File: src/rtl/mem_stage_pkg.sv
// Shared definitions for the MEM pipeline stage.
//   - Bit indices into the write-back and memory-access control fields.
//   - Wait-FSM state encoding.
//   - The record captured when an access is launched. It is replayed into
//     MEM/WB when the access completes.
package mem_stage_pkg;

    // writeBackControlIn bit positions
    localparam int WB_REGWRITE = 1;
    localparam int WB_MEMTOREG = 0;

    // memAccessControlIn bit positions
    localparam int MA_READ  = 1;
    localparam int MA_WRITE = 0;

    typedef enum logic {
        IDLE = 1'b0,
        WAIT = 1'b1
    } mem_state_e;

    // Instruction context held while the memory access is outstanding
    typedef struct packed {
        logic        reg_write;
        logic        mem_to_reg;
        logic [4:0]  rd;
        logic [31:0] result;
    } wb_hold_t;

endpackage

File: src/rtl/mem_wait_timer.sv
// Counts the cycles spent waiting for a memory acknowledge.
//   clk, rst : clock and asynchronous active-high reset
//   clear    : forces the count to zero on the next edge (wins over enable)
//   enable   : increments the count on the next edge
//   expired  : high while the current cycle is the MAX_WAIT-th waiting cycle.
//              An edge in this cycle without an acknowledge ends the access,
//              so the request is held for exactly MAX_WAIT cycles.
module mem_wait_timer #(
    parameter int MAX_WAIT = 15
) (
    input  logic clk,
    input  logic rst,
    input  logic clear,
    input  logic enable,
    output logic expired
);
    localparam int CW = (MAX_WAIT > 1) ? $clog2(MAX_WAIT) : 1;
    localparam logic [CW-1:0] LAST = CW'(MAX_WAIT - 1);

    logic [CW-1:0] count_q;
    logic [CW-1:0] count_d;

    always_comb begin
        count_d = count_q;
        if (clear) begin
            count_d = '0;
        end else if (enable) begin
            count_d = count_q + CW'(1);
        end
    end

    always_ff @(posedge clk or posedge rst) begin
        if (rst) begin
            count_q <= '0;
        end else begin
            count_q <= count_d;
        end
    end

    assign expired = (count_q == LAST);

endmodule

File: src/rtl/memory_access_stage.sv
// MEM pipeline stage.
// Takes the EX/MEM bundle and drives the MEM/WB register. The MEM/WB register
// also feeds forwarding into Execute. Loads and stores go through a req/ack
// data-memory port. While an access is outstanding, stall holds upstream. An
// access that gets no acknowledge within MAX_WAIT cycles is abandoned, and
// the sticky memFault is raised.
// Ports:
//   clk, reset                      clock, asynchronous active-high reset
//   writeBackControlIn[1:0]         {regWrite, memToReg}
//   memAccessControlIn[1:0]         {memRead, memWrite}
//   result, writeData, rdIn         ALU result/address, store data, destination
//   stall                           high while waiting on memory
//   memReq/memWe/memAddr/memWdata   registered memory request
//   memRdata, memAck                memory response
//   memWbRegWrite/memWbRd/memWbData MEM/WB register
//   memFault                        sticky timeout flag
module memory_access_stage
    import mem_stage_pkg::*;
#(
    parameter int ADDR_WIDTH = 32,
    parameter int MAX_WAIT   = 15
) (
    input  logic                  clk,
    input  logic                  reset,
    input  logic [1:0]            writeBackControlIn,
    input  logic [1:0]            memAccessControlIn,
    input  logic [31:0]           result,
    input  logic [31:0]           writeData,
    input  logic [4:0]            rdIn,
    output logic                  stall,
    output logic                  memReq,
    output logic                  memWe,
    output logic [ADDR_WIDTH-1:0] memAddr,
    output logic [31:0]           memWdata,
    input  logic [31:0]           memRdata,
    input  logic                  memAck,
    output logic                  memWbRegWrite,
    output logic [4:0]            memWbRd,
    output logic [31:0]           memWbData,
    output logic                  memFault
);

    mem_state_e            state_q, state_d;
    logic                  mem_req_q, mem_req_d;
    logic                  mem_we_q, mem_we_d;
    logic [ADDR_WIDTH-1:0] mem_addr_q, mem_addr_d;
    logic [31:0]           mem_wdata_q, mem_wdata_d;
    wb_hold_t              hold_q, hold_d;
    logic                  wb_reg_write_q, wb_reg_write_d;
    logic [4:0]            wb_rd_q, wb_rd_d;
    logic [31:0]           wb_data_q, wb_data_d;
    logic                  fault_q, fault_d;

    logic timer_clear;
    logic timer_enable;
    logic timer_expired;

    mem_wait_timer #(
        .MAX_WAIT (MAX_WAIT)
    ) u_timer (
        .clk     (clk),
        .rst     (reset),
        .clear   (timer_clear),
        .enable  (timer_enable),
        .expired (timer_expired)
    );

    always_comb begin
        state_d        = state_q;
        mem_req_d      = mem_req_q;
        mem_we_d       = mem_we_q;
        mem_addr_d     = mem_addr_q;
        mem_wdata_d    = mem_wdata_q;
        hold_d         = hold_q;
        wb_reg_write_d = wb_reg_write_q;
        wb_rd_d        = wb_rd_q;
        wb_data_d      = wb_data_q;
        fault_d        = fault_q;
        timer_clear    = 1'b1;
        timer_enable   = 1'b0;

        case (state_q)
            IDLE: begin
                if (memAccessControlIn != 2'b00) begin
                    state_d     = WAIT;
                    mem_req_d   = 1'b1;
                    // A read and a write together are treated as a read.
                    mem_we_d    = memAccessControlIn[MA_WRITE] & ~memAccessControlIn[MA_READ];
                    mem_addr_d  = result[ADDR_WIDTH-1:0];
                    mem_wdata_d = writeData;
                    hold_d      = '{reg_write:  writeBackControlIn[WB_REGWRITE],
                                    mem_to_reg: writeBackControlIn[WB_MEMTOREG],
                                    rd:         rdIn,
                                    result:     result};
                    // Bubble: rd/data keep their old values, so only
                    // regWrite has to drop.
                    wb_reg_write_d = 1'b0;
                end else begin
                    wb_reg_write_d = writeBackControlIn[WB_REGWRITE];
                    wb_rd_d        = rdIn;
                    wb_data_d      = result;
                end
            end
            WAIT: begin
                timer_clear  = 1'b0;
                timer_enable = 1'b1;
                // An acknowledge in the final allowed cycle still counts as success.
                if (memAck) begin
                    state_d        = IDLE;
                    mem_req_d      = 1'b0;
                    timer_clear    = 1'b1;
                    wb_reg_write_d = hold_q.reg_write;
                    wb_rd_d        = hold_q.rd;
                    wb_data_d      = hold_q.mem_to_reg ? memRdata : hold_q.result;
                end else if (timer_expired) begin
                    state_d        = IDLE;
                    mem_req_d      = 1'b0;
                    fault_d        = 1'b1;
                    timer_clear    = 1'b1;
                    wb_reg_write_d = 1'b0;
                end
            end
            default: begin
                state_d   = IDLE;
                mem_req_d = 1'b0;
            end
        endcase
    end

    always_ff @(posedge clk or posedge reset) begin
        if (reset) begin
            state_q        <= IDLE;
            mem_req_q      <= 1'b0;
            mem_we_q       <= 1'b0;
            mem_addr_q     <= '0;
            mem_wdata_q    <= '0;
            hold_q         <= '0;
            wb_reg_write_q <= 1'b0;
            wb_rd_q        <= '0;
            wb_data_q      <= '0;
            fault_q        <= 1'b0;
        end else begin
            state_q        <= state_d;
            mem_req_q      <= mem_req_d;
            mem_we_q       <= mem_we_d;
            mem_addr_q     <= mem_addr_d;
            mem_wdata_q    <= mem_wdata_d;
            hold_q         <= hold_d;
            wb_reg_write_q <= wb_reg_write_d;
            wb_rd_q        <= wb_rd_d;
            wb_data_q      <= wb_data_d;
            fault_q        <= fault_d;
        end
    end

    assign stall         = (state_q == WAIT);
    assign memReq        = mem_req_q;
    assign memWe         = mem_we_q;
    assign memAddr       = mem_addr_q;
    assign memWdata      = mem_wdata_q;
    assign memWbRegWrite = wb_reg_write_q;
    assign memWbRd       = wb_rd_q;
    assign memWbData     = wb_data_q;
    assign memFault      = fault_q;

endmodule

File: config.mk
export PLATFORM = sky130hd
export DESIGN_NAME = memory_access_stage
export DESIGN_NICKNAME = d
export VERILOG_FILES = /design/src/rtl/mem_stage_pkg.sv /design/src/rtl/mem_wait_timer.sv /design/src/rtl/memory_access_stage.sv
export SDC_FILE = /design/constraint.sdc
export NUM_CORES = 1
export LEC_CHECK = 0
export CAP_MARGIN = 15
export CORE_UTILIZATION = 46
export DETAILED_ROUTE_END_ITERATION = 12
export PLACE_DENSITY_LB_ADDON = 0.08
export SLEW_MARGIN = 0
export SYNTH_ARGS = -nofsm -noshare
export SYNTH_HDL_FRONTEND = slang
export SYNTH_SLANG_ARGS = --single-unit
File: constraint.sdc
create_clock -name clk -period 5.4 [get_ports clk]
set_input_delay 0.54 -clock clk [delete_from_list [all_inputs] [get_ports clk]]
set_output_delay 0.54 -clock clk [all_outputs]
set_load 0.01 [all_outputs]
==> flow_metrics.tcl <==
# implementation run metrics
set metrics [dict create \
    synth_cells 383 \
    pg_seq_mw 1.46 \
    final-nonclk-buf-share_pct 27.9 \
    clock_area_share_pct 8.18 \
    run_status "completed" \
    num_vias 3785 \
    drt-total-wl_microns 13100 \
    met1_length_microns 5230 \
    internal-power_mw 2.94 \
    hold_slack_ns 0.490 \
    port_buffers 213 \
    crit_chain "clkdlybuf4s50_1 > o21ai_4 > buf_4 > mux2_2" \
    swShare_pct 29.1 \
    netlist-cell-type-count 27 \
    crit_cells 4 \
    use_met1_pct 27.0 \
    grt_overflow 0 \
    ys_seq_share_pct 56.6 \
    synth_area_sq_um 5170 \
    cp_num_buf_inv 2 \
    cp_max_fo 43 \
    place_hpwl_microns 8740 \
    vias_per_cell 5.27 \
    slowest_stage "o21ai_4" \
    ff_type "dfrtp_1" \
    worstHoldStart "memFault" \
    synthTopLogicFamily "multiplexers" \
    dpl_cell_area_sq_um 7120 \
    yosys_warnings 0 \
    topCellsByArea "dfrtp_1 57%, mux2_2 16%, mux2i_1 6.4%" \
    relSlewSlack_pct 23.5 \
    ys_area_sq_um 5170 \
    ctsHoldBuffers 0 \
    post-synth-top-area-cell "dfrtp_1" \
    grtUsageMet3_pct 8.62 \
    crit_required_ns 5.79 \
    area_growth_pct 50.1 \
    r2r-end "memWbData[30]" \
    inv_count 9 \
    fp_util_pct 47.5 \
    drive_gt1_share_pct 19.6 \
]
clk_routes.png
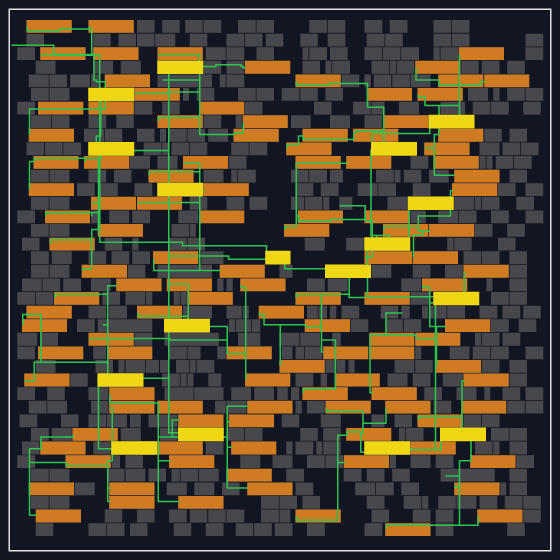
Orange marks flip-flops, count 117. Green marks clock wires, length 1490 microns. Yellow marks clock drivers, count 17.
Position of the flops: all over the die.
Clock Skew: 0.00269 ns
Clk network pwr share: 29.0%
worst skew pair latency: 0.52 ns
P_clk: 1.20 mW

power_grid.png
Pins as bars on the die edge. Tap cells in grey.
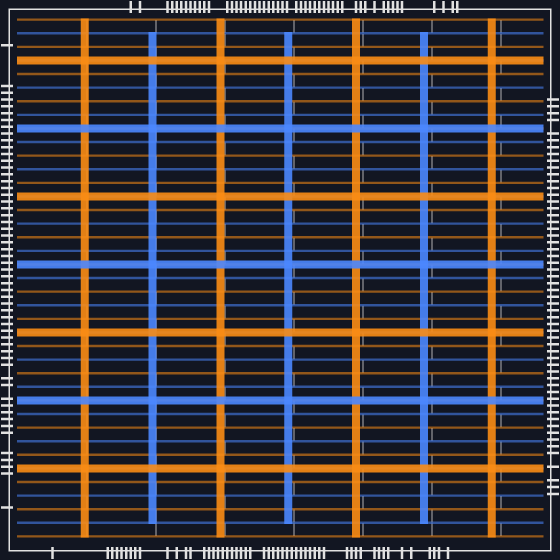
Blue marks VDD. Orange marks VSS.
The core has 38 rows. 140 tap cells. 7 straps on met4. 7 straps on met5. 214 signal pins sit on the boundary.
die span in x: 108 microns
Die Y: 108 microns
peak supply drop: 0.316 mV

layer_met2.png
Bar = 20 microns.
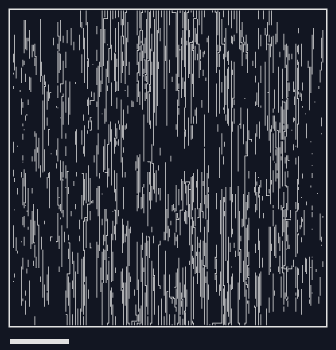
614 nets have wire on it. The layer carries 6480 microns of wire. The wires run mostly vertical.

placement_by_type.png
Bar = 20 microns. Fill, decap, tap and diode cells in grey.
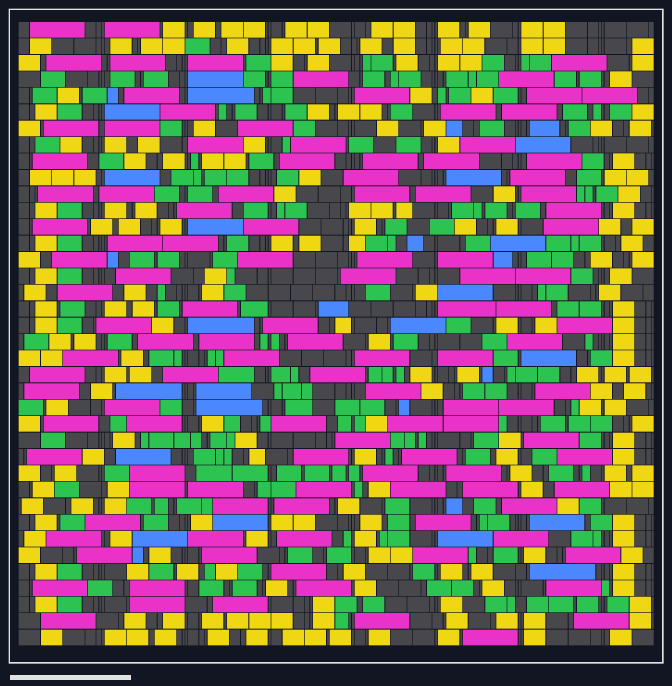
Blue marks clock drivers and dummy loads, cells 32. Yellow marks remaining buffers and delay cells, cells 217. Magenta marks sequential cells, cells 117. Green marks combinational and other logic, cells 212.
flop share of the area: 37.8%
design area: 7760 sq um
core area: 10900 sq um
floorplan row count: 38

placement.png
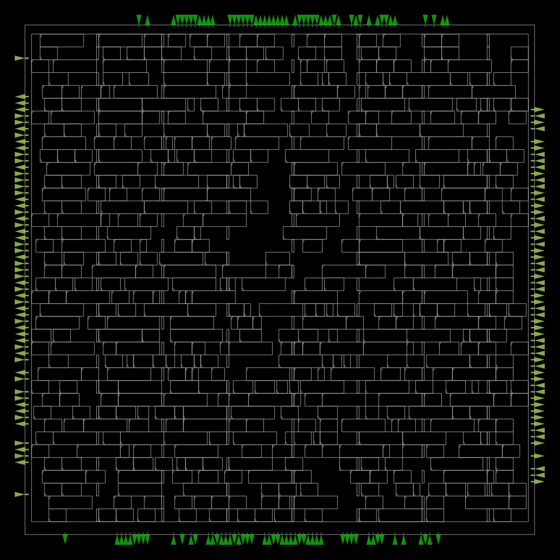
Non-Filler Instances: 718
post-layout util: 71.3%
tap cells: 140

No activity file was given, so power comes from the tool's default toggle rates.
